==> src/rtl/mem_bus_bridge_if.sv <==
// mem_bus_bridge_if: valid/ready data-RAM bus between the bridge (master) and the RAM (slave)
interface mem_bus_bridge_if #(
    parameter int DataWidth = 32,
    parameter int AddrWidth = 32,
    parameter int WordSize  = 4
);
    logic                 bus_valid;
    logic                 bus_write;
    logic [AddrWidth-1:0] bus_address;
    logic [DataWidth-1:0] bus_write_data;
    logic [WordSize-1:0]  bus_write_strobe;
    logic                 bus_ready;
    logic [DataWidth-1:0] bus_read_data;

    modport master (
        output bus_valid, bus_write, bus_address, bus_write_data, bus_write_strobe,
        input  bus_ready, bus_read_data
    );

    modport slave (
        input  bus_valid, bus_write, bus_address, bus_write_data, bus_write_strobe,
        output bus_ready, bus_read_data
    );
endinterface

==> src/rtl/mem_bus_bridge.sv <==
// mem_bus_bridge: multi-cycle data-memory bus master; MEM_BUS_BRIDGE_TIMEOUT_EN adds a bus_ready timeout with fault pulse
module mem_bus_bridge #(
    parameter int DataWidth     = 32,
    parameter int AddrWidth     = 32,
    parameter int WordSize      = 4,
    parameter int TimeoutCycles = 255
) (
    input  logic                 clk,
    input  logic                 rst_n,
    input  logic                 i_req_read,
    input  logic                 i_req_write,
    input  logic [AddrWidth-1:0] i_req_address,
    input  logic [DataWidth-1:0] i_req_write_data,
    input  logic [WordSize-1:0]  i_req_write_strobe,
    output logic [DataWidth-1:0] o_req_read_data,
    output logic                 o_stall,
    output logic                 o_fault,
    mem_bus_bridge_if.master     bus
);
    typedef enum logic [1:0] {IDLE, BUSY, DONE} state_t;

    state_t               r_state;
    logic                 r_valid;
    logic                 r_write;
    logic [AddrWidth-1:0] r_addr;
    logic [DataWidth-1:0] r_wdata;
    logic [WordSize-1:0]  r_strobe;
    logic [DataWidth-1:0] r_rdata;
    logic                 w_start;

`ifdef MEM_BUS_BRIDGE_TIMEOUT_EN
    localparam int CntRaw = $clog2(TimeoutCycles + 1);
    localparam int CntW   = CntRaw < 8 ? 8 : (CntRaw > 32 ? 32 : CntRaw);
    logic [CntW-1:0] r_cnt;
    logic            r_fault;
    assign o_fault = r_fault;
`else
    assign o_fault = 1'b0;
`endif

    assign w_start              = i_req_read || (i_req_write && |i_req_write_strobe);
    assign o_stall              = (i_req_read || i_req_write) && r_state != DONE;
    assign o_req_read_data      = r_rdata;
    assign bus.bus_valid        = r_valid;
    assign bus.bus_write        = r_write;
    assign bus.bus_address      = r_addr;
    assign bus.bus_write_data   = r_wdata;
    assign bus.bus_write_strobe = r_strobe;

    // Transaction FSM: latch request in IDLE, hold the bus in BUSY until ready (or timeout), one-cycle DONE releases the stall
    always_ff @(posedge clk or negedge rst_n) begin
        if (!rst_n) begin
            r_state  <= IDLE;
            r_valid  <= 1'b0;
            r_write  <= 1'b0;
            r_addr   <= '0;
            r_wdata  <= '0;
            r_strobe <= '0;
            r_rdata  <= '0;
`ifdef MEM_BUS_BRIDGE_TIMEOUT_EN
            r_cnt    <= '0;
            r_fault  <= 1'b0;
`endif
        end else begin
`ifdef MEM_BUS_BRIDGE_TIMEOUT_EN
            r_fault <= 1'b0;
`endif
            case (r_state)
                IDLE: begin
                    if (w_start) begin
                        r_valid  <= 1'b1;
                        r_write  <= i_req_write && !i_req_read;
                        r_addr   <= i_req_address & ~AddrWidth'(3);
                        r_wdata  <= i_req_write_data;
                        r_strobe <= i_req_read ? '0 : i_req_write_strobe;
                        r_state  <= BUSY;
`ifdef MEM_BUS_BRIDGE_TIMEOUT_EN
                        r_cnt    <= '0;
`endif
                    end else if (i_req_write) begin
                        r_state <= DONE;
                    end
                end
                BUSY: begin
                    if (bus.bus_ready) begin
                        r_valid <= 1'b0;
                        if (!r_write) r_rdata <= bus.bus_read_data;
                        r_state <= DONE;
                    end
`ifdef MEM_BUS_BRIDGE_TIMEOUT_EN
                    else if (r_cnt == CntW'(TimeoutCycles - 1)) begin
                        r_valid <= 1'b0;
                        if (!r_write) r_rdata <= '0;
                        r_fault <= 1'b1;
                        r_state <= DONE;
                    end else begin
                        r_cnt <= r_cnt + 1'b1;
                    end
`endif
                end
                DONE:    r_state <= IDLE;
                default: r_state <= IDLE;
            endcase
        end
    end
endmodule

==> src/flat_wrapper.sv <==
// flat-port wrapper written by rule: the top's interface ports become plain ports
module mem_bus_bridge_flat 
#(
    parameter int DataWidth     = 32,
    parameter int AddrWidth     = 32,
    parameter int WordSize      = 4,
    parameter int TimeoutCycles = 255
)
  (clk, rst_n, i_req_read, i_req_write, i_req_address, i_req_write_data, i_req_write_strobe, o_req_read_data, o_stall, o_fault, bus_bus_valid, bus_bus_write, bus_bus_address, bus_bus_write_data, bus_bus_write_strobe, bus_bus_ready, bus_bus_read_data);
  mem_bus_bridge_if #(.DataWidth(DataWidth), .AddrWidth(AddrWidth), .WordSize(WordSize)) bus_i ();
  input  logic clk;
  input  logic rst_n;
  input  logic i_req_read;
  input  logic i_req_write;
  input  logic [AddrWidth-1:0] i_req_address;
  input  logic [DataWidth-1:0] i_req_write_data;
  input  logic [WordSize-1:0] i_req_write_strobe;
  output logic [DataWidth-1:0] o_req_read_data;
  output logic o_stall;
  output logic o_fault;
  output wire logic [$bits(bus_i.bus_valid)-1:0] bus_bus_valid;
  output wire logic [$bits(bus_i.bus_write)-1:0] bus_bus_write;
  output wire logic [$bits(bus_i.bus_address)-1:0] bus_bus_address;
  output wire logic [$bits(bus_i.bus_write_data)-1:0] bus_bus_write_data;
  output wire logic [$bits(bus_i.bus_write_strobe)-1:0] bus_bus_write_strobe;
  input wire logic [$bits(bus_i.bus_ready)-1:0] bus_bus_ready;
  input wire logic [$bits(bus_i.bus_read_data)-1:0] bus_bus_read_data;
  assign bus_bus_valid = bus_i.bus_valid;
  assign bus_bus_write = bus_i.bus_write;
  assign bus_bus_address = bus_i.bus_address;
  assign bus_bus_write_data = bus_i.bus_write_data;
  assign bus_bus_write_strobe = bus_i.bus_write_strobe;
  assign bus_i.bus_ready = bus_bus_ready;
  assign bus_i.bus_read_data = bus_bus_read_data;
  mem_bus_bridge #(.DataWidth(DataWidth), .AddrWidth(AddrWidth), .WordSize(WordSize), .TimeoutCycles(TimeoutCycles)) u_core (.clk(clk), .rst_n(rst_n), .i_req_read(i_req_read), .i_req_write(i_req_write), .i_req_address(i_req_address), .i_req_write_data(i_req_write_data), .i_req_write_strobe(i_req_write_strobe), .o_req_read_data(o_req_read_data), .o_stall(o_stall), .o_fault(o_fault), .bus(bus_i));
endmodule
==> config.mk <==
export PLATFORM = sky130hd
export DESIGN_NAME = mem_bus_bridge_flat
export DESIGN_NICKNAME = d
export VERILOG_FILES = /design/src/rtl/mem_bus_bridge_if.sv /design/src/rtl/mem_bus_bridge.sv /design/src/flat_wrapper.sv
export SDC_FILE = /design/constraint.sdc
export NUM_CORES = 1
export LEC_CHECK = 0
export ABC_AREA = 1
export CORE_MARGIN = 10
export CORE_UTILIZATION = 40
export CTS_BUF_LIST = sky130_fd_sc_hd__clkbuf_16
export DETAILED_ROUTE_END_ITERATION = 10
export HOLD_SLACK_MARGIN = 0.12
export PLACE_DENSITY = 0.81
export SYNTH_ARGS = -nofsm -noshare
export SYNTH_HDL_FRONTEND = slang
export SYNTH_SLANG_ARGS = --single-unit
==> constraint.sdc <==
create_clock -name clk -period 1.3 [get_ports clk]
set_input_delay 0.39 -clock clk [delete_from_list [all_inputs] [get_ports clk]]
set_output_delay 0.39 -clock clk [all_outputs]
set_load 0.05 [all_outputs]
==> changes_impl.md, run 1 <==
### Physical design

- Yosys cell count: 462
- Final Hold Fails: 0
- Tapcells: 133
- H-tree levels: 3
- Vias in the first global route: 4707
- # IOs: 209
- Placement Rows: 36
- Register area: 2570 sq um
- Tot Pwr: 31600 uW
- Setup Skew: 0.0142 ns
- Hold depth: 3
- First-pass GRT wire length: 26800 microns
- Layout net count: 862
- Commonest non-fill, non-tap cells in the layout: nand2_1 (140), buf_12 (120), clkdlybuf4s50_1 (94), dfrtp_1 (88), buf_4 (61)
- Clock-cell share: 3.06%
- Die Y: 121 microns
- Pin count of the biggest net entering global routing: 59
- Clock slew at reported path FFs: 0.08 ns
- Final ANT Viol Nets: 0
- TritonCTS clock tree: done
- Cells after synthesis: 462
- Most frequent cells after synthesis: nand2_1 (204), dfrtp_1 (102), nand3_1 (99)
- Critical path startpoint category: flip-flop
- Crit-path cells: inv_2 -> nand2_2 -> nor2_4 -> buf_6 -> buf_8 -> buf_12 -> clkbuf_16 -> nand3_2 -> nand2_1
- WP data required: 1.59 ns
- Placed cell areas: 7390 sq um
- Seq share, synth: 62.4%
- Peak VDD IR: 0.00215 V
- # setup viols final: 203
- Non-clk invs: 9
- Net Sw Frac: 47.8%
- R2r worst-path depth: 9
- Min cycle time layout: 1.64 ns
- Ys flop type: dfrtp_1
- Min Hold Slack: 0.500 ns
- Cell Type Count: 18
- Sequential share of power: 21.8%
- Most frequent cell after synthesis: nand2_1
- Clkbuf count: 9
- Core area: 9860 sq um
- FF-to-FF End: u_core.bus.bus_address[6]$_DFFE_PN0P_
- Critical path buffers and inverters: 5
- Failing checks: negative setup slack
- Commonest Layout Cell: nand2_1
- Area leader, netlist: dfrtp_1
- Status: finished with violations
- Comb/total area: 20.6%
- Worst Setup End Kind: flip-flop
- WL final: 28800 microns
- Post-route DRC violation count: 0
- Num CTS Buffers: 9
- Crit Path Class: flip-flop to flip-flop
- Achievable frequency: 609 MHz
- Fraction of registers with async set/reset: 100%
- Final worst setup slack: -0.341 ns
- Drt initial violations: 874
- Psw: 15100 uW
- TritonRoute pass-1 iters: 5
- Final Util: 96.7%
- Reg-to-Reg Start: u_core.r_state[0]$_DFFE_PN0P_
- Die Size: 14700 sq um
- CTS root buffer: clkbuf_16
- Synth top area share: 62.4%
- ANT cells: 5
- RSZ-0062 raised after global routing: yes
- Late-Pin Clk Latency: 0.35 ns
- Post-synthesis register bit count: 102
- R2R setup slack: -0.34 ns
- HP Class: input pin to flip-flop
- Initial antenna violation count: 5
- Crit path arrival time: 1.93 ns
- CTS Buffer Depth: 2
- Maximum fanout along the worst path: 7
- Final Slew Violations: 0
- Vias per cell: 6.16
- Final HPWL DP: 11300 microns
## run 1: power by group through the flow
| stage | Clock, uW | Combinational [uW] | Sequential (uW) |
|---|---|---|---|
| 2_1_floorplan | 0 | 2540 | 10800 |
| 3_5_place_dp | 0 | 15700 | 6460 |
| 4_1_cts | 2670 | 17800 | 6390 |
| 6_report | 2870 | 21800 | 6890 |
| 5_1_grt | 2970 | 22200 | 6940 |
| 3_3_place_gp | 0 | 15400 | 6340 |
## run 1: cell families after synthesis
kind of cell,Yosys count,synth area share [%]
and+or+nand+nor,314,32.2
DFF,102,62.4
buffers and inverters,42,4.98
AOI/OAI and AO/OA,3,0.367
other,1,0.0917
## run 1: worst max-delay path by stage
stage | startpoint | endpoint | depth (start not counted)
floorplan | i_req_read | o_stall | 2
global placement | i_req_read | u_core.bus.bus_address[10]$_DFFE_PN0P_ | 6
detailed placement | i_req_read | u_core.bus.bus_address[10]$_DFFE_PN0P_ | 6
CTS | u_core.r_state[0]$_DFFE_PN0P_ | o_stall | 3
global route | u_core.r_state[0]$_DFFE_PN0P_ | u_core.bus.bus_write_data[9]$_DFFE_PN0P_ | 9
finish | u_core.r_state[0]$_DFFE_PN0P_ | u_core.bus.bus_address[6]$_DFFE_PN0P_ | 9
## run 1: layer usage
metal  global-route usage [%]  share of wire, %
met1                     24.2                31
met4                     9.31               8.6
met2                     40.6                49
met5                        0                 0
met3                     10.1                12
## run 1: timing repair
item                       in CTS  in global routing
hold buffers                    1                  0
hold endpoints to repair      102                  0
resized                        45                182
gates cloned                   13                  9
buffers inserted               29                 46
pin swaps                       6                 77
setup endpoints to repair     155                203
Fig. 1: run 1, supply network
Pins as bars on the die edge.
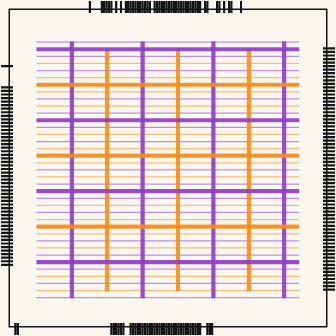
Key: orange = VDD; purple = VSS
209 signal pins sit on the boundary. The core has 36 rows. 7 straps on met5. 37 met1 rails follow the rows. 7 straps on met4.

Fig. 2: run 1, cells coloured by class
The bar under the picture is 20 microns long.
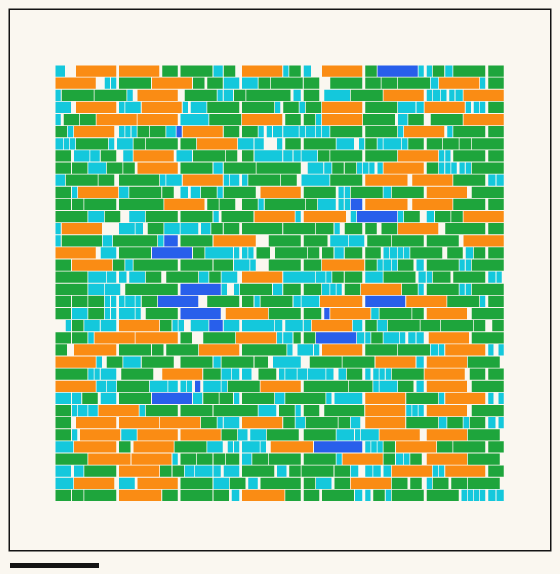
Key: cyan = all other logic [cells 330, share of their area 21%]; orange = flops [cells 102, share of their area 27%]; blue = clock drivers and dummy loads [cells 16, share of their area 3.1%]; green = other buffers and delay cells [cells 314, share of their area 48%]

Fig. 3: run 1, clock wires, drivers and flops
The bar under the picture is 20 microns long.
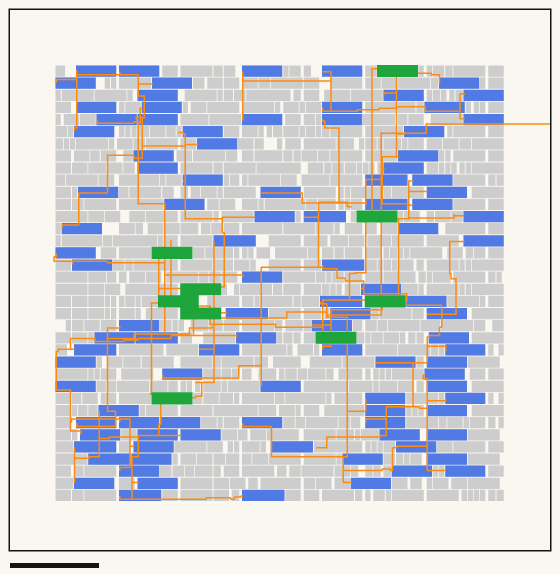
Key: orange = clock wires [length 1570 microns]; green = cells driving clock nets [count 9]; blue = flip-flops [count 102]
Position of the flops: spread over the die.

==> inputs of run 2 (changes only) <==
--- a/config.mk
+++ b/config.mk
@@ -9,6 +9,7 @@
 export CORE_MARGIN = 10
 export CORE_UTILIZATION = 40
 export CTS_BUF_LIST = sky130_fd_sc_hd__clkbuf_16
+export CTS_CLUSTER_SIZE = 14
 export DETAILED_ROUTE_END_ITERATION = 10
 export HOLD_SLACK_MARGIN = 0.12
 export PLACE_DENSITY = 0.81
Fig. 4: run 2, supply network
Pins as bars on the die edge.
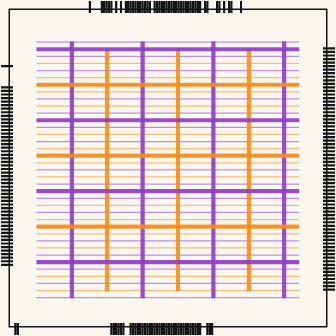
Key: orange = VDD; purple = VSS
37 met1 rails follow the rows. 7 straps on met4. 7 straps on met5. 209 signal pins sit on the boundary. The core has 36 rows.

Fig. 5: run 2, clock nets
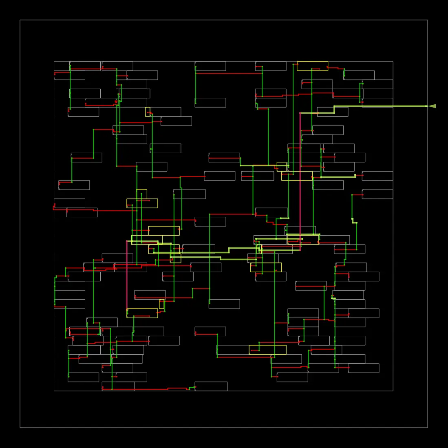
CTS Sinks: 102
Num CTS Buffers: 9

==> run 2 against run 1 <==
- the run still ends with negative setup slack left
- core utilization unchanged
- global-route usage unchanged
- clock power about the same
- clock skew unchanged
- largest power group unchanged
- first-iteration DRC count unchanged
- via count unchanged
- register-to-register slack about the same
- fmax unchanged
- non-clock buffer count unchanged
- area after synthesis unchanged
- largest cell class unchanged
==> changes_impl.md, run 2 <==
### Physical design

- Met1 wire length: 8910 microns (unchanged)
- Crit Path Class: flip-flop to flip-flop
- Cells after synthesis: 462 (unchanged)
- HP Class: input pin to flip-flop
- CTS Buffer Depth: 2 (unchanged)
- First-pass GRT wire length: 26800 microns (unchanged)
- Crit path arrival time: 1.93 ns (about the same)
- Placed cell count: 787
- Setup TNS: -24.04 ns
- Setup Skew: 0.0142 ns (unchanged)
- Vias: 5546
- Die Y: 121 microns (unchanged)
- # IOs: 209 (unchanged)
- Clk pwr share: 9.1%
- Post-place setup slack: -0.508 ns
- Final Hold Fails: 0 (unchanged)
- Area leader, netlist: dfrtp_1
- Core area: 9860 sq um (unchanged)
- Die Width: 121 microns
- TritonRoute pass-1 iters: 5 (unchanged)
- Clk pwr: 2870 uW (about the same)
- Routed length per instance: 32.0 microns
- Met2 Routed Length: 14000 microns (unchanged)
- Worst Setup End Kind: flip-flop
- Cell Area, Synth: 4090 sq um
- Status: finished with violations
- Commonest Layout Cell: nand2_1
- Most frequent cells after synthesis: nand2_1 (204), dfrtp_1 (102), nand3_1 (99)
- OpenROAD warning count: 31
- RSZ-0062 raised after global routing: yes
- Logic pwr share: 69.1%
- Yosys Chip Area: 4090 sq um
- Final HPWL DP: 11300 microns (unchanged)
- Pwr/cell area: 3310 nW/um^2
- Vias per cell: 6.16 (unchanged)
- Drt initial violations: 874 (unchanged)
- Max power group: combinational logic
- Reg-to-Reg Start: u_core.r_state[0]$_DFFE_PN0P_
- IO buf count: 203
- Synth Area per Inst: 8.86 sq um
- Cell Type Count: 18 (unchanged)
- Hold Crit Start: bus_bus_ready
- Tot Pwr: 31600 uW (unchanged)
- Hold depth: 3 (unchanged)
- Main area contributors: dfrtp_1 (62%), nand2_1 (19%), nand3_1 (12%), buf_4 (1.3%), clkbuf_1 (1.3%)
- Sequential share of power: 21.8% (about the same)
- Yosys cell count: 462 (unchanged)
- Post-route DRC violation count: 0 (unchanged)
- WL met3: 3460 microns (unchanged)
- Met1 usage: 24.2% (unchanged)
- Ys flop type: dfrtp_1
- Total overflow reported by the global router: 0
- Routing usage on met3: 10.1% (unchanged)
- Busiest grt layer: met2
- Fraction of registers with async set/reset: 100% (unchanged)
- Post-synthesis register bit count: 102 (unchanged)
- Die Size: 14700 sq um (unchanged)
- Critical path startpoint category: flip-flop
- Design area: 9540 sq um
- Placed cell areas: 7390 sq um (unchanged)
- Net Sw Frac: 47.8% (unchanged)
- Most frequent cell after synthesis: nand2_1
- Area Growth Syn to Fin: 133%
- Commonest non-fill, non-tap cells in the layout: nand2_1 (140), buf_12 (120), clkdlybuf4s50_1 (94), dfrtp_1 (88), buf_4 (61)
- WHS Endpoint: u_core.r_state[0]$_DFFE_PN0P_
- Failing checks: negative setup slack
- CTS root buffer: clkbuf_16
- Pin count of the biggest net entering global routing: 59 (unchanged)
- GRT met2 Usage: 40.6% (unchanged)
- H-tree levels: 3 (unchanged)
- WP data required: 1.59 ns (about the same)
- Placement Rows: 36 (unchanged)
- Synth top area share: 62.4% (unchanged)
- R2r worst-path depth: 9 (unchanged)
- Final Wtd Congestion: 0.781
- Maximum fanout along the worst path: 7 (unchanged)
- Flip-flops with a built-in enable: 0
- Final worst setup slack: -0.341 ns (unchanged)
- Seq share, synth: 62.4% (unchanged)
- Final Util: 96.7% (unchanged)
- Core Util at FP: 41.5%
- Achievable frequency: 609 MHz (unchanged)
- Max-Cap Viols: 0
- Finished Layout Cells: 900
- Min Hold Slack: 0.500 ns (unchanged)
- FF-to-FF End: u_core.bus.bus_address[6]$_DFFE_PN0P_
- Final critical-path share of the clock period: 126%
- Syn. warnings: 0
- Psw: 15100 uW (unchanged)
- Vias in the first global route: 4707 (unchanged)
- WL final: 28800 microns (unchanged)
- # setup viols final: 203 (unchanged)
- Leak: 0.00463 uW
- R2R setup slack: -0.34 ns (about the same)
- Layout net count: 862 (unchanged)
- Comb group: 21800 uW (about the same)
- P_int: 16500 uW
- TritonCTS clock tree: done
- Share of layout cells above drive strength 1: 48.0%
- Initial antenna violation count: 5 (unchanged)
- Final Slew Violations: 0 (unchanged)
- Min cycle time layout: 1.64 ns (unchanged)
- Total track usage: 23.3%
- Late-Pin Clk Latency: 0.35 ns (about the same)
- Final ANT Viol Nets: 0 (unchanged)
- Top sig layer: met4
- Peak VDD IR: 0.00215 V (unchanged)
- Clock slew at reported path FFs: 0.08 ns (about the same)
- Power in sequential cells: 6890 uW (about the same)
Fig. 6: run 2, clock wires, drivers and flops
The bar under the picture is 20 microns long.
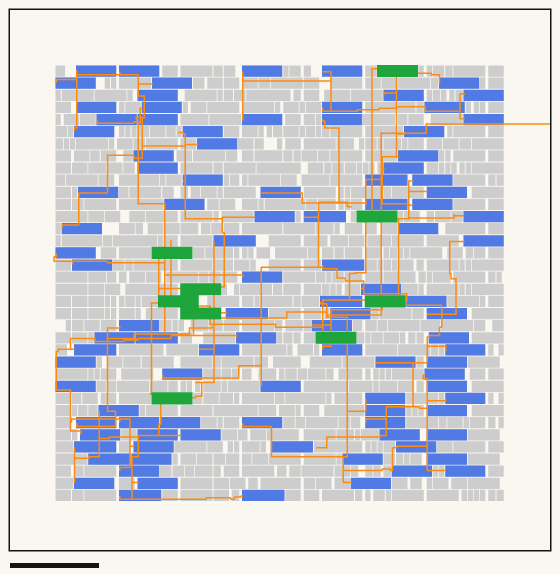
Key: blue = flip-flops [count 102]; green = cells driving clock nets [count 9]; orange = clock wires [length 1570 microns]
Position of the flops: spread over the die. There are 10 routed clock nets.

run 2: layout make-up:
class,count,area [sq um]
diodes,5,12.5
clock buffers,9,225
clock inverters,7,66.3
fillers,166,327
inverters,9,36.3
multi-input cells,321,1960
flip-flops and latches,102,2570
well taps,133,166
repair buffers,314,4500
run 2: what timing repair did:
action	CTS	global route
pin swaps	6	77
resized	45	182
hold buffers	1	0
buffers inserted	29	46
endpoints found under the hold margin	102	0
setup endpoints to repair	155	203
gates cloned	13	9
run 2: worst max path at each step:
| stage | start | endpoint | depth (start not counted) |
|---|---|---|---|
| floorplan | i_req_read | o_stall | 2 |
| global placement | i_req_read | u_core.bus.bus_address[10]$_DFFE_PN0P_ | 6 |
| detailed placement | i_req_read | u_core.bus.bus_address[10]$_DFFE_PN0P_ | 6 |
| CTS | u_core.r_state[0]$_DFFE_PN0P_ | o_stall | 3 |
| global route | u_core.r_state[0]$_DFFE_PN0P_ | u_core.bus.bus_write_data[9]$_DFFE_PN0P_ | 9 |
| finish | u_core.r_state[0]$_DFFE_PN0P_ | u_core.bus.bus_address[6]$_DFFE_PN0P_ | 9 |
run 2: cell families (layout without fill, tap and decap cells):
group / count (synthesis) / in the layout / synth area share [%]
and+or+nand+nor: 314 / 315 / 32.2
DFF: 102 / 102 / 62.4
buffers and inverters: 42 / 339 / 4.98
AOI/OAI and AO/OA: 3 / 3 / 0.367
other: 1 / 8 / 0.0917
run 2: critical path: stages (launching register included):
cell       delay [ns]
dfrtp_1          0.43
inv_2            0.15
nand2_2          0.10
nor2_4           0.14
buf_6            0.16
buf_8            0.15
buf_12           0.12
clkbuf_16        0.15
nand3_2          0.10
nand2_1          0.08
No activity file was given, so power comes from the tool's default toggle rates.
